## config.mk

```make
export PLATFORM = sky130hd
export DESIGN_NAME = controle_rodadas_memoria
export DESIGN_NICKNAME = d
export VERILOG_FILES = /design/src/rtl/controle_rodadas_memoria.sv
export SDC_FILE = /design/constraint.sdc
export NUM_CORES = 1
export LEC_CHECK = 0
export CAP_MARGIN = 10
export CORE_ASPECT_RATIO = 1.1
export CORE_MARGIN = 2
export CORE_UTILIZATION = 54
export CTS_CLUSTER_DIAMETER = 150
export DETAILED_ROUTE_END_ITERATION = 10
export GPL_TIMING_DRIVEN = 1
export PLACE_DENSITY = 0.76
export SLEW_MARGIN = 20
export SYNTH_ARGS = -nofsm -noshare
export SYNTH_HDL_FRONTEND = slang
export SYNTH_SLANG_ARGS = --single-unit
```

## constraint.sdc

```tcl
create_clock -name clock -period 2.62 [get_ports clock]
set_clock_uncertainty 0.1 [all_clocks]
set_input_delay 0.524 -clock clock [delete_from_list [all_inputs] [get_ports clock]]
set_output_delay 0.524 -clock clock [all_outputs]
set_load 0.03 [all_outputs]
```

## src/rtl/controle_rodadas_memoria.sv

```systemverilog
// controle_rodadas_memoria
//   Round sequencer for the memory game. Replays the stored sequence on the
//   LEDs, collects the player's moves, checks each one against the sequence
//   and reports win, loss or move timeout.
//
// Ports
//   clock         system clock, rising edge
//   reset         synchronous, active-high
//   jogar         start/restart request (level)
//   nivel         0: 4 rounds, 1: 16 rounds (latched when a game starts)
//   jogada_feita  one-cycle pulse: a move is complete
//   igual         registered move matches the ROM word at endereco
//   endereco      sequence ROM address
//   leds_en       show the ROM word on the LEDs
//   registra      load the move register
//   pronto, ganhou, perdeu, timeout   end-of-game flags
//   db_rodada     current round (0-based)
//   db_estado     state code
//
// state        | code | meaning
// -------------+------+------------------------------------------------
// INICIAL      |  0   | idle, waiting for jogar
// PREPARA      |  1   | clear round/address, latch nivel
// MOSTRA       |  2   | show element endereco for T_MOSTRA cycles
// INTERVALO    |  3   | blank LEDs for T_INTERVALO cycles
// ESPERA       |  4   | wait for a move, at most T_TIMEOUT cycles
// REGISTRA     |  5   | load the move register
// COMPARA      |  6   | check the move
// PROX_RODADA  |  7   | advance to the next round
// FIM_ACERTO   |  A   | game won
// FIM_ERRO     |  B   | wrong move
// FIM_TIMEOUT  |  C   | no move in time
module controle_rodadas_memoria #(
    parameter int T_MOSTRA    = 500,
    parameter int T_INTERVALO = 250,
    parameter int T_TIMEOUT   = 5000
) (
    input  logic       clock,
    input  logic       reset,
    input  logic       jogar,
    input  logic       nivel,
    input  logic       jogada_feita,
    input  logic       igual,
    output logic [3:0] endereco,
    output logic       leds_en,
    output logic       registra,
    output logic       pronto,
    output logic       ganhou,
    output logic       perdeu,
    output logic       timeout,
    output logic [3:0] db_rodada,
    output logic [3:0] db_estado
);

    localparam int T_MAX_A = (T_MOSTRA > T_INTERVALO) ? T_MOSTRA : T_INTERVALO;
    localparam int T_MAX   = (T_MAX_A > T_TIMEOUT) ? T_MAX_A : T_TIMEOUT;
    localparam int TW      = $clog2(T_MAX + 1);

    typedef enum logic [3:0] {
        INICIAL     = 4'h0,
        PREPARA     = 4'h1,
        MOSTRA      = 4'h2,
        INTERVALO   = 4'h3,
        ESPERA      = 4'h4,
        REGISTRA    = 4'h5,
        COMPARA     = 4'h6,
        PROX_RODADA = 4'h7,
        FIM_ACERTO  = 4'hA,
        FIM_ERRO    = 4'hB,
        FIM_TIMEOUT = 4'hC
    } estado_t;

    estado_t        estado, estado_prox;
    logic [TW-1:0]  timer;
    logic [3:0]     rodada;
    logic           nivel_q;
    logic [3:0]     ultima;
    logic           fim_mostra, fim_intervalo, fim_espera;
    logic           em_tempo;
    logic           ultimo_elemento;

    assign ultima          = nivel_q ? 4'd15 : 4'd3;
    assign fim_mostra      = (timer == TW'(T_MOSTRA - 1));
    assign fim_intervalo   = (timer == TW'(T_INTERVALO - 1));
    assign fim_espera      = (timer == TW'(T_TIMEOUT - 1));
    assign em_tempo        = (estado == MOSTRA) || (estado == INTERVALO) || (estado == ESPERA);
    assign ultimo_elemento = (endereco == rodada);

    always_ff @(posedge clock) begin
        if (reset) estado <= INICIAL;
        else       estado <= estado_prox;
    end

    always_comb begin
        estado_prox = estado;
        case (estado)
            INICIAL:     if (jogar) estado_prox = PREPARA;
            PREPARA:     estado_prox = MOSTRA;
            MOSTRA:      if (fim_mostra) estado_prox = INTERVALO;
            INTERVALO:   if (fim_intervalo) estado_prox = ultimo_elemento ? ESPERA : MOSTRA;
            // a move on the last allowed cycle still counts
            ESPERA: begin
                if (jogada_feita)    estado_prox = REGISTRA;
                else if (fim_espera) estado_prox = FIM_TIMEOUT;
            end
            REGISTRA:    estado_prox = COMPARA;
            COMPARA: begin
                if (!igual)                 estado_prox = FIM_ERRO;
                else if (endereco < rodada) estado_prox = ESPERA;
                else if (rodada == ultima)  estado_prox = FIM_ACERTO;
                else                        estado_prox = PROX_RODADA;
            end
            PROX_RODADA: estado_prox = MOSTRA;
            FIM_ACERTO, FIM_ERRO, FIM_TIMEOUT:
                         if (jogar) estado_prox = PREPARA;
            default:     estado_prox = INICIAL;
        endcase
    end

    always_ff @(posedge clock) begin
        if (reset) begin
            timer    <= '0;
            rodada   <= 4'd0;
            endereco <= 4'd0;
            nivel_q  <= 1'b0;
        end else begin
            // restarting on every state change gives each timed state exactly T cycles
            if (!em_tempo || (estado_prox != estado)) timer <= '0;
            else                                      timer <= timer + 1'b1;

            case (estado)
                PREPARA: begin
                    rodada   <= 4'd0;
                    endereco <= 4'd0;
                    nivel_q  <= nivel;
                end
                INTERVALO: begin
                    if (fim_intervalo)
                        endereco <= ultimo_elemento ? 4'd0 : endereco + 4'd1;
                end
                COMPARA: begin
                    if (igual && (endereco < rodada)) endereco <= endereco + 4'd1;
                end
                PROX_RODADA: begin
                    rodada   <= rodada + 4'd1;
                    endereco <= 4'd0;
                end
                default: ;
            endcase
        end
    end

    assign leds_en   = (estado == MOSTRA);
    assign registra  = (estado == REGISTRA);
    assign ganhou    = (estado == FIM_ACERTO);
    assign perdeu    = (estado == FIM_ERRO);
    assign timeout   = (estado == FIM_TIMEOUT);
    assign pronto    = ganhou || perdeu || timeout;
    assign db_rodada = rodada;
    assign db_estado = estado;

endmodule

```

==> results.ini, run 1 <==
[logic_synthesis]
yosysTopAreaCell = dfxtp_1
avgSynthCellArea_um2 = 8.25
syn_area_mm2 = 0.00169
synthFlopType = dfxtp_1

[layout]
nonClkBufAreaFrac_pct = 14.5
clock_area_share_pct = 1.78
largest_register_ffs = 13
layout.cells.most_common_list = 23 x dfxtp_1, 21 x clkdlybuf4s50_1, 19 x a21oi_1
ff_latch_area_um2 = 524

[clock_tree]
cts.sinks = 26
cts_made_buffers = 3
post_cts_resized = 0

[setup_path]
cp_num_cells = 4
reg2reg_slack_ps = 420
path_buffers = 1
crit_path_end = pronto
crit_chain = nor2b_2, a21oi_1, nor2b_1, clkdlybuf4s50_1
worstSetupPathType = reg -> out
arrival_ps = 1880
critPathLaunch = db_estado[1]
cp_slowest_cell = clkdlybuf4s50_1

[global_route]
grt_use_met1_pct = 29.0
top_usage_layer = met2
grt_pass1_vias = 1607
grt-ovfl-total = 0
grt_util_met2_pct = 40.5

[outcome]
outcome = complete, no violations

[pwr]
p_seq_share_pct = 57.8
powerDensity_mw_per_mm2 = 347

[drt]
drc = 0
vias_per_cell = 6.35
wl_met2_um = 2090
wl_met3_um = 153
first_pass_iters = 5

[place]
gp_congestion = 0.911
place_ws_ps = -28.7

==> run 1: kinds of logic (layout without fill, tap and decap cells) <==
group / count (synthesis) / count (layout) / share of synthesized area (%)
and+or+nand+nor: 87 / 87 / 30.4
AOI/OAI and AO/OA: 56 / 56 / 22.0
DFF: 26 / 26 / 30.8
buffers and inverters: 15 / 42 / 4.07
xor gates and xnor gates: 11 / 11 / 5.70
adders and majority gates: 8 / 8 / 5.92
muxes: 2 / 2 / 1.18
==> run 1: stage by stage <==
stage / cell area [µm²] / std cells / power (mW) / setup TNS (ps)
detailed placement: 1990 / 262 / 0.512 / -46.4
global placement: 1990 / 262 / 0.509 / 0
floorplan: 1700 / 205 / 0.475 / 0
CTS: 2020 / 266 / 0.712 / 0
global route: 2040 / 266 / 0.738 / 0
finish: 2040 / 266 / 0.706 / 0
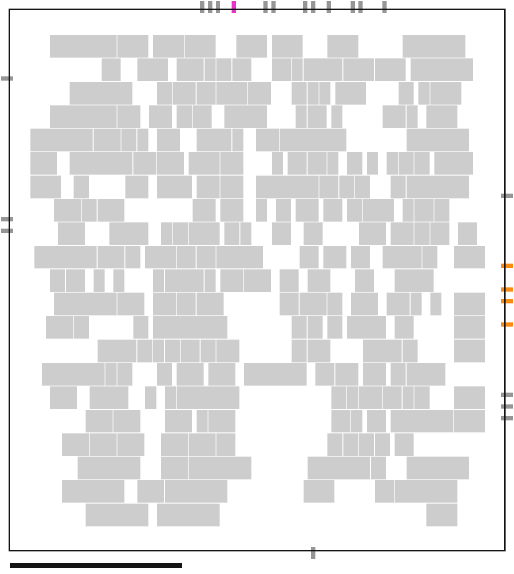
*Ports around the boundary, run 1*
The bar under the picture is 20 µm long. Pins as bars across the die edge, other pins in gray.
port	color	pins	direction	edge
jogar	magenta	1	input	north
db_rodada	orange	4	output	east
all pins by edge	12 north, 8 east, 3 west, 1 south
width of the die: 57.4 µm
Die Ht: 62.7 µm
Port Buffer Count: 23

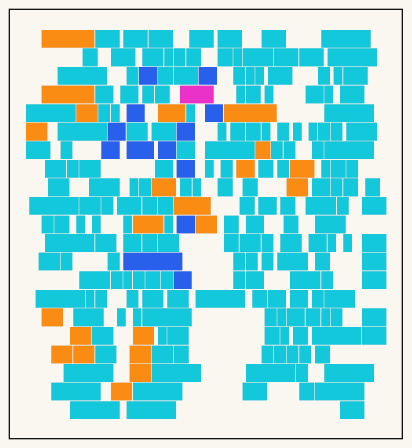
*Cell sizes after repair, run 1*
size	color	cells	share	most used
_0 and _1 cells	cyan	196	84%	dfxtp_1
_2 cells	orange	22	9.5%	a21oi_2
_3 and _4 cells	blue	13	5.6%	buf_4
_6 and larger	magenta	1	0.43%	clkbuf_8
synth-to-layout area growth: 20.3%
cell area after layout: 0.00204 mm²
Non-clk bufs: 31
setup ws final: 117 ps

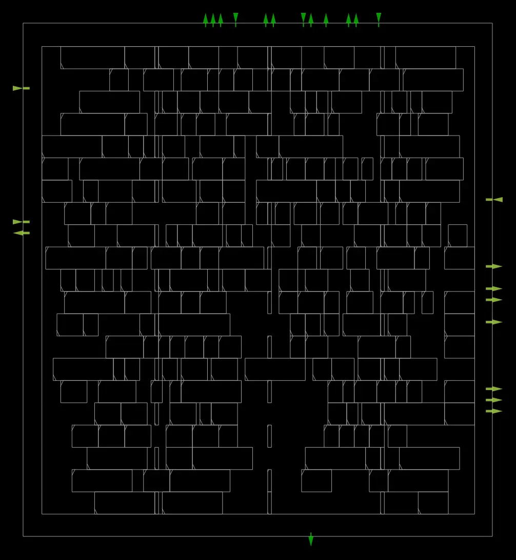
*Cell outlines without signal wires, run 1*
fin util: 67.4%
Placement Rows: 21
core area: 0.00302 mm²
Tap Cells: 34
# fillers: 255

### Zoomed window, run 1

Region (33, 37) to (53, 57) µm. Cells in gray, sequential cells in the stronger gray; small squares are vias.
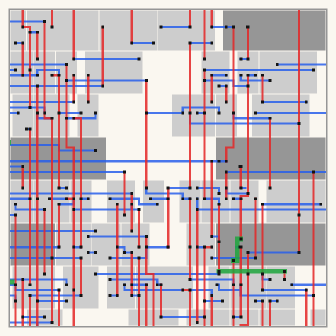

==> run 2: changes to the inputs <==
--- a/config.mk
+++ b/config.mk
@@ -8,11 +8,12 @@
 export CAP_MARGIN = 10
 export CORE_ASPECT_RATIO = 1.1
 export CORE_MARGIN = 2
-export CORE_UTILIZATION = 54
+export CORE_UTILIZATION = 50
 export CTS_CLUSTER_DIAMETER = 150
+export CTS_CLUSTER_SIZE = 24
 export DETAILED_ROUTE_END_ITERATION = 10
 export GPL_TIMING_DRIVEN = 1
-export PLACE_DENSITY = 0.76
+export PLACE_DENSITY = 0.71
 export SLEW_MARGIN = 20
 export SYNTH_ARGS = -nofsm -noshare
 export SYNTH_HDL_FRONTEND = slang
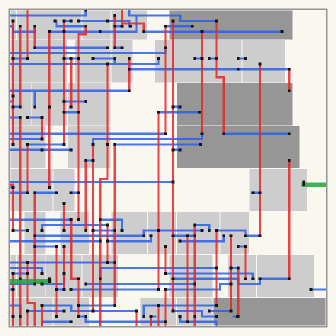
*Zoomed window, run 2*
Region (35, 39) to (55, 59) µm. Cells in gray, sequential cells in the stronger gray; small squares are vias.
layer	color
metal 2	red
metal 1	blue
metal 3	green
most frequent	nor2b_1 (4)
cells with their middle in the window	35
sequential cells in the window	4
netlist names of flops here include	db_estado (3), db_rodada (1)

==> results.ini, run 2 <==
[logic_synthesis]
synthTopLogicFamily = simple AND/OR/NAND/NOR gates  ; unchanged
mux_share_pct = 1.18  ; unchanged
syn_area_mm2 = 0.00169  ; unchanged
ys_sh_xor_pct = 5.70  ; unchanged

[die]
coreArea_mm2 = 0.00328  ; was 0.00302 mm²
rows = 22  ; was 21
die_y_um = 65.0  ; was 62.7 µm

[clock_tree]
cts.sinks = 26  ; unchanged

[drt]
vias_per_cell = 5.94  ; was 6.35

[sta]
setup_tns_ps = 0  ; unchanged
fin_ws_ps = 122  ; was 117 ps

[setup_path]
crit_path_end = registra  ; was pronto
cp_num_cells = 4  ; unchanged
worstSetupPathType = reg -> out  ; unchanged
arrival_ps = 1870  ; was 1880 ps

[pwr]
power.total_mw = 0.672  ; was 0.706 mW

[place]
io_buffers = 23  ; unchanged
placed_cell_area_mm2 = 0.00198  ; was 0.00199 mm²

[outcome]
outcome = complete, no violations  ; unchanged

[global_route]
top_usage_layer = met2  ; unchanged
grt_use_met1_pct = 28.3  ; was 29.0%
grt-ovfl-total = 0  ; unchanged

[layout]
finalInstanceArea_mm2 = 0.00201  ; was 0.00204 mm²

[run 2: cell counts after synthesis]
No cell type changed its count.
[run 2: final cells by class]
class	instances	area share, %
Sequential cell	26	26.0
Multi-Input combinational cell	164	55.0
Tap cell	36	2.24
Clock buffer	3	1.12
Timing Repair Buffer	30	14.3
Inverter	7	1.30
[run 2: kinds of logic (layout without fill, tap and decap cells)]
family	Yosys count	in the layout
and+or+nand+nor	87	87
xor gates and xnor gates	11	11
adders and majority gates	8	8
buffers and inverters	15	40
DFF	26	26
muxes	2	2
AOI/OAI and AO/OA	56	56
[run 2: power by group]
part	switching (mW)	total, mW	internal [mW]
clock	0.116	0.170	0.0538
combinational	0.0522	0.0921	0.0399
sequential	0.00930	0.410	0.401
==> run 3: changes to the inputs <==
--- a/config.mk
+++ b/config.mk
@@ -12,7 +12,6 @@
 export CTS_CLUSTER_DIAMETER = 150
 export CTS_CLUSTER_SIZE = 24
 export DETAILED_ROUTE_END_ITERATION = 10
-export GPL_TIMING_DRIVEN = 1
 export PLACE_DENSITY = 0.71
 export SLEW_MARGIN = 20
 export SYNTH_ARGS = -nofsm -noshare
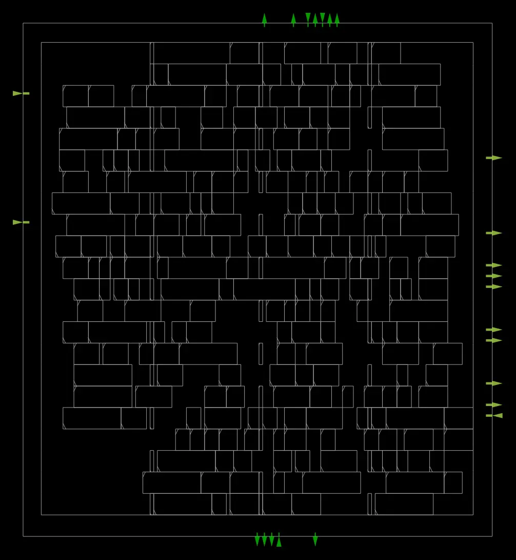
*Cell outlines without signal wires, run 3*
Layout Cells excl Fill: 266
Tap Cells: 36
sequential portion of the cell area: 26.0%
core area: 0.00328 mm²
Placement Rows: 22

==> results.ini, run 3 <==
[global_route]
grt-ovfl-total = 0  ; unchanged
grt_util_met2_pct = 41.1  ; unchanged
grt_use_met1_pct = 28.3  ; unchanged

[pwr]
clkPwrFrac_pct = 25.3  ; about the same
p_seq_share_pct = 61.0  ; about the same
clock_power_mw = 0.170  ; about the same
pg_seq_mw = 0.410  ; about the same
power.total_mw = 0.672  ; unchanged
powerDensity_mw_per_mm2 = 334  ; unchanged
power_frac_comb_pct = 13.7  ; about the same
power-top-group = registers  ; unchanged
powerComb_mw = 0.0921  ; about the same

[logic_synthesis]
synthTopLogicFamily = simple AND/OR/NAND/NOR gates  ; unchanged
synthFlopType = dfxtp_1  ; unchanged
ys_sh_xor_pct = 5.70  ; unchanged
avgSynthCellArea_um2 = 8.25  ; unchanged
syn_area_mm2 = 0.00169  ; unchanged
ys_sh_adder_pct = 5.92  ; unchanged

[layout]
nonClkBufAreaFrac_pct = 14.3  ; unchanged
layout.cells.most_common_list = 23 x dfxtp_1, 21 x clkdlybuf4s50_1, 19 x a21oi_1  ; unchanged
utilization_pct = 61.5  ; unchanged
dominant_cells = logic gates  ; unchanged
clock_area_share_pct = 1.12  ; unchanged
nNonClkBuffers = 30  ; unchanged
flops = 26  ; unchanged
comb_area_share_pct = 55.0  ; unchanged
logic_gate_count = 164  ; unchanged

[drt]
drc = 0  ; unchanged
vias_per_cell = 5.94  ; unchanged
wl_met3_um = 117  ; unchanged
first_pass_iters = 4  ; unchanged

[setup_path]
worstSetupPathType = reg -> out  ; unchanged
arrival_ps = 1870  ; about the same

[outcome]
outcome = complete, no violations  ; unchanged

[place]
io_buffers = 23  ; unchanged
gp_congestion = 0.851  ; unchanged

[clock_tree]
cts_made_buffers = 3  ; unchanged
post_cts_resized = 2  ; unchanged

## run 3: worst max-delay path, cell delays in order (launching register included)
cell and delay (ps):
dfxtp_2 440, buf_4 180, nand2b_1 140, nor2_1 120
clkdlybuf4s50_1 670
## run 3: per-stage QoR
step / hold WS, ps / TNS, ps / setup WS, ps / cells
final: 402 / 0 / 122 / 266
after detailed placement: 374 / -60.1 / -28.4 / 263
after global placement: 354 / 0 / 26.8 / 263
after CTS: 402 / 0 / 6.89 / 266
after floorplan: 343 / 0 / 204 / 205
after global routing: 429 / 0 / 25.2 / 266
## run 3: path summary, 6_finish.rpt
path	startpoint	slack (ps)	cells after the start	end
worst max register to register	db_estado[1]	440	5	timer[10]
worst max-delay path	db_estado[2]	120	4	registra
worst min-delay path	timer[0]	400	1	timer[0]
worst min register to register	timer[0]	400	1	timer[0]
No activity file was given, so power comes from the tool's default toggle rates.
